File: src/rtl/sr_latch_driver_if.sv
// sr_latch_driver_if: request handshake, latch drive lines and status of the SR latch driver.
interface sr_latch_driver_if;
    logic       req_valid;
    logic [1:0] req_op;
    logic       req_ready;
    logic       s;
    logic       r;
    logic       enable;
    logic       q_fb;
    logic       busy;
    logic       done;
    logic       err;
    logic       q_model;
    logic [7:0] cmd_count;
    modport master (
        output req_valid, req_op, q_fb,
        input  req_ready, s, r, enable, busy, done, err, q_model, cmd_count
    );
    modport slave (
        input  req_valid, req_op, q_fb,
        output req_ready, s, r, enable, busy, done, err, q_model, cmd_count
    );
endinterface

File: src/rtl/sr_latch_driver.sv
// sr_latch_driver: turns set/reset/toggle/nop requests into legal S/R/enable pulses and checks latch feedback.
module sr_latch_driver #(
    parameter int PULSE_CYCLES = 2,
    parameter int GAP_CYCLES   = 1
) (
    input logic              clk,
    input logic              rst,
    sr_latch_driver_if.slave bus
);
    typedef enum logic [2:0] {INIT, IDLE, SETUP, PULSE, HOLD, CHECK, GAP} state_t;
    state_t     r_state;
    logic       r_s;
    logic       r_r;
    logic       r_en;
    logic       r_done;
    logic       r_err;
    logic       r_q;
    logic       r_init;
    logic [3:0] r_tmr;
    logic [7:0] r_cnt;
    logic       w_set;
    assign w_set         = bus.req_op == 2'b10 || (bus.req_op == 2'b11 && !r_q);
    assign bus.req_ready = r_state == IDLE;
    assign bus.busy      = r_state != IDLE;
    assign bus.s         = r_s;
    assign bus.r         = r_r;
    assign bus.enable    = r_en;
    assign bus.done      = r_done;
    assign bus.err       = r_err;
    assign bus.q_model   = r_q;
    assign bus.cmd_count = r_cnt;
    always_ff @(posedge clk) begin
        if (rst) begin
            r_state <= INIT;
            r_s     <= 1'b0;
            r_r     <= 1'b0;
            r_en    <= 1'b0;
            r_done  <= 1'b0;
            r_err   <= 1'b0;
            r_q     <= 1'b0;
            r_init  <= 1'b1;
            r_tmr   <= 4'd0;
            r_cnt   <= 8'd0;
        end else begin
            r_done <= 1'b0;
            case (r_state)
                INIT: begin
                    r_state <= SETUP;
                    r_r     <= 1'b1;
                end
                IDLE: if (bus.req_valid) begin
                    if (bus.req_op == 2'b00) begin
                        r_state <= CHECK;
                        r_done  <= 1'b1;
                        r_cnt   <= r_cnt + 8'd1;
                    end else begin
                        r_state <= SETUP;
                        r_s     <= w_set;
                        r_r     <= !w_set;
                        r_q     <= w_set;
                    end
                end
                SETUP: begin
                    r_state <= PULSE;
                    r_en    <= 1'b1;
                    r_tmr   <= 4'(PULSE_CYCLES - 1);
                end
                PULSE: if (r_tmr == 4'd0) begin
                    r_state <= HOLD;
                    r_en    <= 1'b0;
                end else begin
                    r_tmr <= r_tmr - 4'd1;
                end
                HOLD: begin
                    r_state <= CHECK;
                    r_s     <= 1'b0;
                    r_r     <= 1'b0;
                    // the power-up initialisation is not a user request
                    if (!r_init) begin
                        r_done <= 1'b1;
                        r_cnt  <= r_cnt + 8'd1;
                    end
                end
                CHECK: begin
                    if (bus.q_fb != r_q) r_err <= 1'b1;
                    r_init  <= 1'b0;
                    r_state <= GAP_CYCLES > 0 ? GAP : IDLE;
                    r_tmr   <= 4'(GAP_CYCLES - 1);
                end
                GAP: if (r_tmr == 4'd0) r_state <= IDLE;
                     else r_tmr <= r_tmr - 4'd1;
                default: r_state <= INIT;
            endcase
        end
    end
endmodule

File: src/flat_wrapper.sv
// flat-port wrapper written by rule: the top's interface ports become plain ports
module sr_latch_driver_flat 
#(
    parameter int PULSE_CYCLES = 2,
    parameter int GAP_CYCLES   = 1
)
  (clk, rst, bus_req_valid, bus_req_op, bus_q_fb, bus_req_ready, bus_s, bus_r, bus_enable, bus_busy, bus_done, bus_err, bus_q_model, bus_cmd_count);
  sr_latch_driver_if bus_i ();
  input logic clk;
  input logic rst;
  input wire logic [$bits(bus_i.req_valid)-1:0] bus_req_valid;
  input wire logic [$bits(bus_i.req_op)-1:0] bus_req_op;
  input wire logic [$bits(bus_i.q_fb)-1:0] bus_q_fb;
  output wire logic [$bits(bus_i.req_ready)-1:0] bus_req_ready;
  output wire logic [$bits(bus_i.s)-1:0] bus_s;
  output wire logic [$bits(bus_i.r)-1:0] bus_r;
  output wire logic [$bits(bus_i.enable)-1:0] bus_enable;
  output wire logic [$bits(bus_i.busy)-1:0] bus_busy;
  output wire logic [$bits(bus_i.done)-1:0] bus_done;
  output wire logic [$bits(bus_i.err)-1:0] bus_err;
  output wire logic [$bits(bus_i.q_model)-1:0] bus_q_model;
  output wire logic [$bits(bus_i.cmd_count)-1:0] bus_cmd_count;
  assign bus_i.req_valid = bus_req_valid;
  assign bus_i.req_op = bus_req_op;
  assign bus_i.q_fb = bus_q_fb;
  assign bus_req_ready = bus_i.req_ready;
  assign bus_s = bus_i.s;
  assign bus_r = bus_i.r;
  assign bus_enable = bus_i.enable;
  assign bus_busy = bus_i.busy;
  assign bus_done = bus_i.done;
  assign bus_err = bus_i.err;
  assign bus_q_model = bus_i.q_model;
  assign bus_cmd_count = bus_i.cmd_count;
  sr_latch_driver #(.PULSE_CYCLES(PULSE_CYCLES), .GAP_CYCLES(GAP_CYCLES)) u_core (.clk(clk), .rst(rst), .bus(bus_i));
endmodule
File: config.mk
export PLATFORM = sky130hd
export DESIGN_NAME = sr_latch_driver_flat
export DESIGN_NICKNAME = d
export VERILOG_FILES = /design/src/rtl/sr_latch_driver_if.sv /design/src/rtl/sr_latch_driver.sv /design/src/flat_wrapper.sv
export SDC_FILE = /design/constraint.sdc
export NUM_CORES = 1
export LEC_CHECK = 0
export CORE_MARGIN = 5
export CORE_UTILIZATION = 55
export DETAILED_ROUTE_END_ITERATION = 10
export PLACE_DENSITY = 0.83
export SLEW_MARGIN = 25
export SYNTH_ARGS = -nofsm -noshare
export SYNTH_HDL_FRONTEND = slang
export SYNTH_SLANG_ARGS = --single-unit
File: constraint.sdc
create_clock -name clk -period 4.42 [get_ports clk]
set_input_delay 0.442 -clock clk [delete_from_list [all_inputs] [get_ports clk]]
set_output_delay 0.442 -clock clk [all_outputs]
set_load 0.01 [all_outputs]
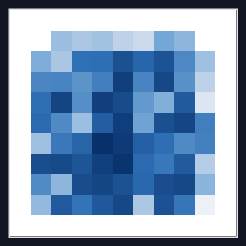
*Placement density heat map*
(4 px per um) The die is cut into 11 by 11 equal tiles; white is low, dark blue is high, 0 to 100% covered.
- nearly empty tiles: 35%
- mean over tiles: 44%
- fullest tile: 100%

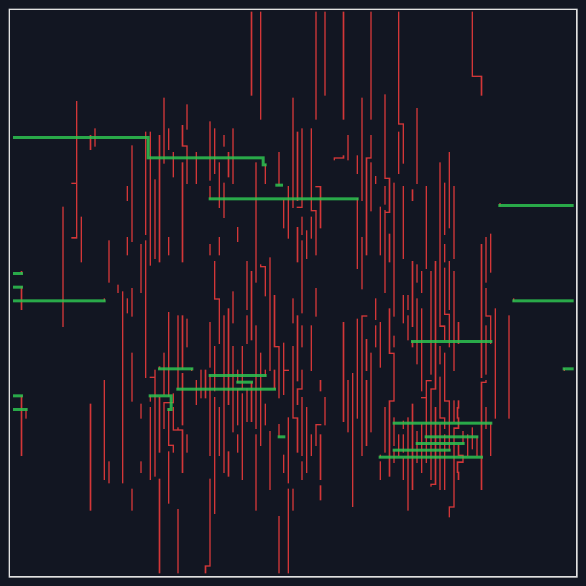
*Routed metal, one color a layer*
(10 px per um) Two of the layers only.
- met2: red (wire length 1,330 um)
- met3: green (wire length 135 um)

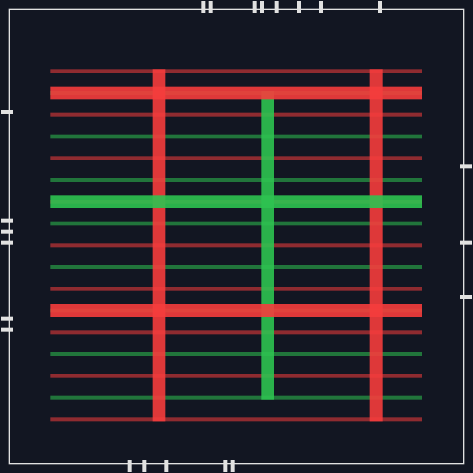
*Supply network*
(8 px per um) Pins as bars on the die edge.
- VSS: red
- VDD: green
- met1 rails: 17
- met5 straps: 3
- signal pins: 22
chip width: 56.61 um
floorplan core area: 2022 sq um
Worst IR Drop VDD: 0.3410 mV

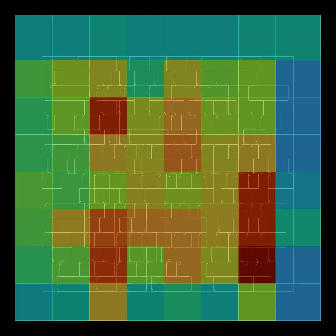
*Track usage over the die*
most used routing layer: met2
GRT met3 Usage: 0.02523

## kinds of logic (layout without fill, tap and decap cells)
family	Yosys count	count (layout)
simple gates	59	59
fa+ha+maj	2	2
flops	22	22
xor+xnor	3	3
buf+inv	15	31
mux	3	3
compound gates	43	43
## final cells by class
type	count	area [sq um]	share of cell area
clock buffer	3	22.52	0.01554
clock inverter	1	30.03	0.02073
inverter	6	22.52	0.01554
timing repair buffer	21	210.2	0.1451
tap	27	33.78	0.02332
multi-input combinational	110	689.4	0.4758
sequential	22	440.4	0.3040
## cell usage in the layout, fill, tap and decap left out, types with 5 or more instances in the layout
cell type / n
dfxtp_1: 22
clkdlybuf4s50_1: 21
a21oi_1: 16
nor2_1: 13
o21ai_1: 9
inv_1: 6
nand2_1: 6
nand4_1: 6
nand3_1: 5
## cells in the mapped netlist (2+ instances only)
cell	count
nor3b_1	4
o21ai_1	9
nor3_1	2
mux2i_1	2
ha_1	2
nand4_1	6
clkbuf_1	6
o21ai_0	4
xor2_1	3
nor2_1	13
nand2b_1	4
inv_1	6
nor2b_1	3
nand3_1	5
or3_1	4
and2b_1	2
a21oi_1	16
or4_1	4
o31ai_1	2
nand2_1	6
dfxtp_1	22
## worst max path at each step
stage / from / slack [ps] / endpoint / cells past startpoint
after floorplan: u_core.r_tmr[0] / 2820 / u_core.r_tmr[1] / 7
after global placement: bus_req_valid / 2260 / u_core.bus.cmd_count[5] / 5
after detailed placement: bus_req_valid / 2200 / u_core.bus.cmd_count[5] / 5
after CTS: u_core.r_state[1] / 1940 / bus_busy / 3
after global routing: u_core.r_state[1] / 1820 / bus_busy / 3
final: u_core.r_state[1] / 1910 / bus_busy / 3
## report_power, final
group	leakage [nW]	total [W]	switching, W	internal (W)
clock network	0.0279	0.000154	0.0000621	0.0000917
logic	0.302	0.000258	0.000133	0.000125
registers	0.179	0.000286	0.0000617	0.000225
## flip-flops by register name, indices dropped and copies added (netlist names)
| name | cells |
|---|---|
| u_core.bus.done | 1 |
| u_core.bus.q_model | 1 |
| u_core.bus.enable | 1 |
| u_core.r_tmr | 4 |
| u_core.r_init | 1 |
| u_core.bus.s | 1 |
| u_core.r_state | 3 |
| u_core.bus.cmd_count | 8 |
| u_core.bus.err | 1 |
| u_core.bus.r | 1 |
## critical path, delay by kind of cell, from the launching register on
kind | cells | cell delay (ps)
buffers and inverters | 1 | 540
flip-flops | 1 | 780
AND/OR/NAND/NOR | 2 | 440
## metrics by stage
stage	util	setup WS, ps
global placement	0.6906	2264
global route	0.7166	1815
floorplan	-	2816
detailed placement	0.6906	2201
CTS	0.7166	1941
finish	0.7166	1907
## metal layers
metal  vias to the layer above  share of wire  GRT usage
met3                         2          0.049    0.02523
met5                         -              0          0
li1                        572              -          -
met2                        38           0.48     0.2871
met1                       533           0.46     0.2258
met4                         0         0.0090    0.07458
==> impl_metrics.tcl <==
# metrics dict for downstream scripts
set metrics [dict create \
    min-delay-start "u_core.r_init" \
    drive_gt1_frac 0.04908 \
    cap_violations 0 \
    cts_tree "yes" \
    numClockSinks 22 \
    setup_viol 0 \
    top_cells_by_area "dfxtp_1 37%, a21oi_1 6.7%, nor2_1 4.1%" \
    cts_resized 0 \
    max_freq_ghz 0.3980 \
    fill_cells 162 \
    hold_class "flip-flop to flip-flop" \
    portBuffers 21 \
    fin_setup_tns_ps 0 \
    async_flop_share 0 \
    avgSynthCellArea_sq_um 8.129 \
    grt_max_degree 25 \
    dp_hpwl_um 1920 \
    ant_nets 0 \
    finalClockPeriodUsage 0.5684 \
    drc 0 \
    cts_post_setup_buffers_inserted 0 \
    critPathCaptureType "output port" \
    synth_cell_type_count 43 \
    ios 22 \
    p_total_w 0.0006985 \
    final_nets 172 \
    tightest_slew_ps 844.3 \
    mux_area_frac 0.02618 \
    die-area_sq_um 3205 \
    crit_arrival_ps 2070 \
    reg2reg_depth 4 \
    warning_count 26 \
    grt_pass1_wl_um 4629 \
    worstSkewPairLatency_ps 310 \
    final_hold_viol_count 0 \
    cp.required_ps 3980 \
    dpl_cell_area_sq_um 1396 \
    criticalPathCategory "flip-flop to output port" \
    clockBufferDepth 2 \
    whs_endpoint "u_core.r_init" \
    numCtsBuffers 3 \
    layout_min_cycle_time_ps 2513 \
    crit_fanout 21 \
    grt_antenna_before_repair 0 \
    drt_iter0_drc 40 \
    cts_max_level 1 \
    dr.pass1.iters 5 \
    holdWs_ps 483.0 \
    hold_depth 1 \
    r2r_start "u_core.r_state[2]" \
    xor_area_frac 0.02199 \
    ys_sh_adder 0.02094 \
    stdcell_area_sq_um 1449 \
    p_leak_nw 0.5088 \
    power_density_nw_per_um2 482.1 \
    fp_nets 155 \
    crit_chain "and2b_1 > nand2b_1 > clkdlybuf4s50_1" \
    syn_inst 147 \
    fin_worst_skew_ps 4.470 \
    routed_wirelength_um 2777 \
    outcome "completed" \
    grt_use_total 0.1749 \
    grt-ovfl-total 0 \
    gp_congestion 0.7945 \
    top_area_cell "dfxtp_1" \
    vias 1145 \
    final_cells 190 \
    ctsRootBufferMaster "clkbuf_4" \
    top_logic_kind "simple AND/OR/NAND/NOR gates" \
    path_clk_slew_ps 120 \
    flop_cell "dfxtp_1" \
    drv_slew 0 \
    insertedDiodeCount 0 \
    grt_pass1_vias 1085 \
    synth_seq_share 0.3686 \
    hold_buffers 0 \
    maxSlewHeadroom 0.4354 \
    edf_count 0 \
    rrSetupSlack_ps 2190 \
    ys_chip_area_sq_um 1195 \
]
Power is estimated from default activity; no workload was simulated.
